`config.mk`:
```
export PLATFORM = sky130hd
export DESIGN_NAME = instr_fetch_reg
export DESIGN_NICKNAME = d
export VERILOG_FILES = /design/src/rtl/instr_fetch_reg.sv
export SDC_FILE = /design/constraint.sdc
export NUM_CORES = 1
export LEC_CHECK = 0
export ABC_AREA = 1
export CORE_MARGIN = 5
export CORE_UTILIZATION = 43
export DETAILED_ROUTE_END_ITERATION = 8
export PLACE_DENSITY = 0.82
export REMOVE_ABC_BUFFERS = 1
export SKIP_CTS_REPAIR_TIMING = 1
export SKIP_LAST_GASP = 1
export SLEW_MARGIN = 30
export SYNTH_ARGS = -nofsm -noshare
export SYNTH_HDL_FRONTEND = slang
export SYNTH_SLANG_ARGS = --single-unit
```
`constraint.sdc`:
```
create_clock -name clk_i -period 1.75 [get_ports clk_i]
set_input_delay 0.175 -clock clk_i [delete_from_list [all_inputs] [get_ports clk_i]]
set_output_delay 0.175 -clock clk_i [all_outputs]
set_load 0.05 [all_outputs]
```
`src/rtl/instr_fetch_reg.sv`:
```
// Instruction fetch with timeout abort, instruction register decode and ALU status flags.
// Only busy_o is combinational; every other output comes straight from a register.
module instr_fetch_reg #(
    parameter int DATA_WIDTH   = 16,
    parameter int OPCODE_WIDTH = 7,
    parameter int TIMEOUT      = 15
) (
    input  logic                    clk_i,
    input  logic                    rst_i,
    input  logic                    fetch_i,
    input  logic [DATA_WIDTH-1:0]   mem_data_i,
    input  logic                    mem_ack_i,
    input  logic                    alu_carry_i,
    input  logic                    alu_zero_i,
    input  logic                    flags_load_i,
    input  logic                    flags_clear_i,
    output logic                    mem_req_o,
    output logic [OPCODE_WIDTH-1:0] opcode_o,
    output logic [2:0]              opnd_a_o,
    output logic [2:0]              opnd_b_o,
    output logic [2:0]              opnd_c_o,
    output logic                    carry_o,
    output logic                    zero_o,
    output logic                    busy_o,
    output logic                    ir_valid_o,
    output logic                    bus_error_o
);

    typedef enum logic {IDLE = 1'b0, WAIT = 1'b1} state_t;

    localparam logic [7:0] CNT_LAST = 8'(TIMEOUT - 1);

    state_t                  state_q, state_d;
    logic [7:0]              cnt_q, cnt_d;
    logic [DATA_WIDTH-1:0]   ir_q, ir_d;
    logic                    mem_req_q, mem_req_d;
    logic                    ir_valid_q, ir_valid_d;
    logic                    bus_error_q, bus_error_d;
    logic                    carry_q, carry_d;
    logic                    zero_q, zero_d;

    always_ff @(posedge clk_i) begin
        if (rst_i) begin
            state_q     <= IDLE;
            cnt_q       <= '0;
            ir_q        <= '0;
            mem_req_q   <= 1'b0;
            ir_valid_q  <= 1'b0;
            bus_error_q <= 1'b0;
            carry_q     <= 1'b0;
            zero_q      <= 1'b0;
        end else begin
            state_q     <= state_d;
            cnt_q       <= cnt_d;
            ir_q        <= ir_d;
            mem_req_q   <= mem_req_d;
            ir_valid_q  <= ir_valid_d;
            bus_error_q <= bus_error_d;
            carry_q     <= carry_d;
            zero_q      <= zero_d;
        end
    end

    always_comb begin
        state_d     = state_q;
        cnt_d       = cnt_q;
        ir_d        = ir_q;
        mem_req_d   = mem_req_q;
        ir_valid_d  = ir_valid_q;
        bus_error_d = bus_error_q;
        unique case (state_q)
            IDLE: begin
                if (fetch_i) begin
                    state_d    = WAIT;
                    mem_req_d  = 1'b1;
                    ir_valid_d = 1'b0;
                    cnt_d      = '0;
                end
            end
            WAIT: begin
                // An ack on the timeout edge still completes the fetch.
                if (mem_ack_i) begin
                    state_d    = IDLE;
                    ir_d       = mem_data_i;
                    ir_valid_d = 1'b1;
                    mem_req_d  = 1'b0;
                end else if (cnt_q == CNT_LAST) begin
                    state_d     = IDLE;
                    mem_req_d   = 1'b0;
                    bus_error_d = 1'b1;
                end else begin
                    cnt_d = cnt_q + 8'd1;
                end
            end
            default: state_d = IDLE;
        endcase
    end

    always_comb begin
        carry_d = carry_q;
        zero_d  = zero_q;
        if (flags_clear_i) begin
            carry_d = 1'b0;
            zero_d  = 1'b0;
        end else if (flags_load_i) begin
            carry_d = alu_carry_i;
            zero_d  = alu_zero_i;
        end
    end

    assign busy_o      = (state_q == WAIT);
    assign mem_req_o   = mem_req_q;
    assign opcode_o    = ir_q[DATA_WIDTH-1 -: OPCODE_WIDTH];
    assign opnd_a_o    = ir_q[8:6];
    assign opnd_b_o    = ir_q[5:3];
    assign opnd_c_o    = ir_q[2:0];
    assign ir_valid_o  = ir_valid_q;
    assign bus_error_o = bus_error_q;
    assign carry_o     = carry_q;
    assign zero_o      = zero_q;

endmodule

```
layer_met3.png
The bar under the picture is 20 um long.
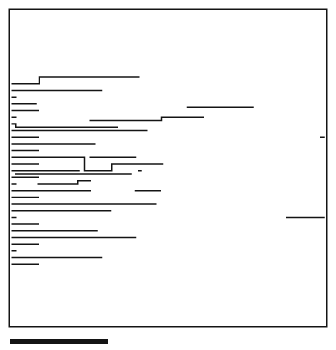
- share of all routed wire: 15%
- wire length on this layer: 436 um

congestion.png
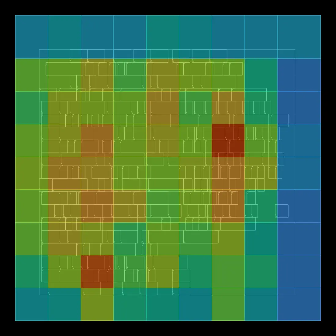
Post-Route Utilization: 64.5%
met3 Track Usage GR: 11.4%
per-cell routed wire length: 11.2 um
GRT met2 Usage: 20.3%
GR peak layer: met2

[kinds of logic (layout without fill, tap and decap cells)]
| group | Yosys count | in the layout |
|---|---|---|
| DFF | 30 | 30 |
| AOI/OAI and AO/OA | 31 | 31 |
| buffers and inverters | 18 | 67 |
| adders and majority gates | 2 | 2 |
| and+or+nand+nor | 94 | 94 |
[report_power, final]
group | internal [W] | switching [W]
clock network | 0.000194 | 0.000227
registers | 0.000712 | 0.0000179
logic | 0.000125 | 0.000183
[flip-flops by register name, indices dropped and copies added, names as in the netlist]
register,count
zero_o,1
ir_q,16
busy_o,1
ir_valid_o,1
carry_o,1
bus_error_o,1
cnt_q,8
mem_req_o,1
[cells in the final DEF (no fill, tap or decap)]
cell type	n
ha_1	2
buf_4	4
inv_1	11
o21bai_4	1
a21oi_1	11
nor3_1	1
nand2_4	1
or2_2	1
o21ai_0	19
clkbuf_4	5
clkinv_2	1
clkbuf_1	1
clkdlybuf4s50_1	44
nand3_2	1
nand2_1	30
nand2_2	3
nand3_1	6
nor2_1	50
dfxtp_1	30
nor3b_1	1
clkbuf_8	1
[layer usage]
layer / GRT usage (%) / vias to the layer above / wire [um]
met5: 0 / - / 0
li1: - / 645 / -
met2: 20.3 / 42 / 1220
met1: 15.2 / 513 / 1180
met4: 4.58 / 0 / 19
met3: 11.4 / 2 / 435
[worst paths after layout]
kind,cells after the start,end,from
setup reg to reg,6,cnt_q[5]$_SDFFE_PP0P_,cnt_q[1]$_SDFFE_PP0P_
hold / removal,3,ir_q[4]$_SDFFE_PP0P_,mem_data_i[4]
hold reg to reg,2,ir_valid_o$_SDFFE_PP0P_,ir_valid_o$_SDFFE_PP0P_
setup / recovery,1,opnd_a_o[0],ir_q[6]$_SDFFE_PP0P_
==> reports/qor.csv <==
metric,value,unit
Mux cell area share,0,%
most area-hungry cell type in the Yosys netlist,dfxtp_1,
Placed Area,0.00173,mm^2
Combinational Area,583,um^2
final cell count without fillers,255,
grt total ovfl,0,
Synth flops,30,
Non-clk bufs,48,
pin count of the biggest net entering global routing,22,
"Warnings, synthesis",0,
die area,0.00414,mm^2
VDD IR-drop max,770,uV
Seq. cell area,601,um^2
antenna violations before repair,0,
r2r setup slk,0.34,ns
Top-area cell share,47.3,%
Arrival @ worst endpoint,1.49,ns
crit path buf inv count,1,
post-route minimum period,1.66,ns
top-count cell post-synth,nor2_1,
Comb/total area,32.5,%
Leak,0.717,nW
combinational gate count,127,
Final Hold Vio Count,0,
outcome,"finished, final reports clean",
Seq area share,33.5,%
worst setup path class,flop to primary output,
Top cells by area,"dfxtp_1, nor2_1, nand2_1",
sequential fraction of the synthesis area,47.3,%
Crit path max-delay family,buffers and inverters,
final worst slack,0.0851,ns
CP startpoint kind,flop,
RSZ-0062 raised after global routing,false,
Final Cycle Share,95.1,%
IO Pins,46,
Slew @ Worst Pin,0.539,ns
number of enable flip-flop cells,0,
routability cong.,0.807,
Post-Route WL,2850,um
first-pass iteration count of the detailed router,4,
n_taps,31,
Place WS,0.317,ns
slew margin rel.,64.0,%
total power,0.00146,W
HPWL after DPL,2080,um
fin area,0.00179,mm^2
Area Overhead vs Synth,41.4,%
Num Clock Sinks,30,
Final Max Slew Viols,0,
Clock Pin Slew Worst Setup and Hold Paths,0.09,ns
Max Freq,0.601,GHz
Mapped Area,0.00127,mm^2
inverters,11,
Die Ht,64.3,um
cts bufs inserted,5,
vias per cell,4.71,
crit end category,primary output,
share of cells above drive strength 1,8.04,%
number of distinct library cells after synthesis,19,
CTS tree,built,
# diodes,0,
fillers,259,
yosys xor share,0,%
Fin Hold WS,0.468,ns
Clock Latency Late Sink,0.32,ns
Min-Delay Path Class,input pin to flop,
Power and IR drop assume default switching activity.
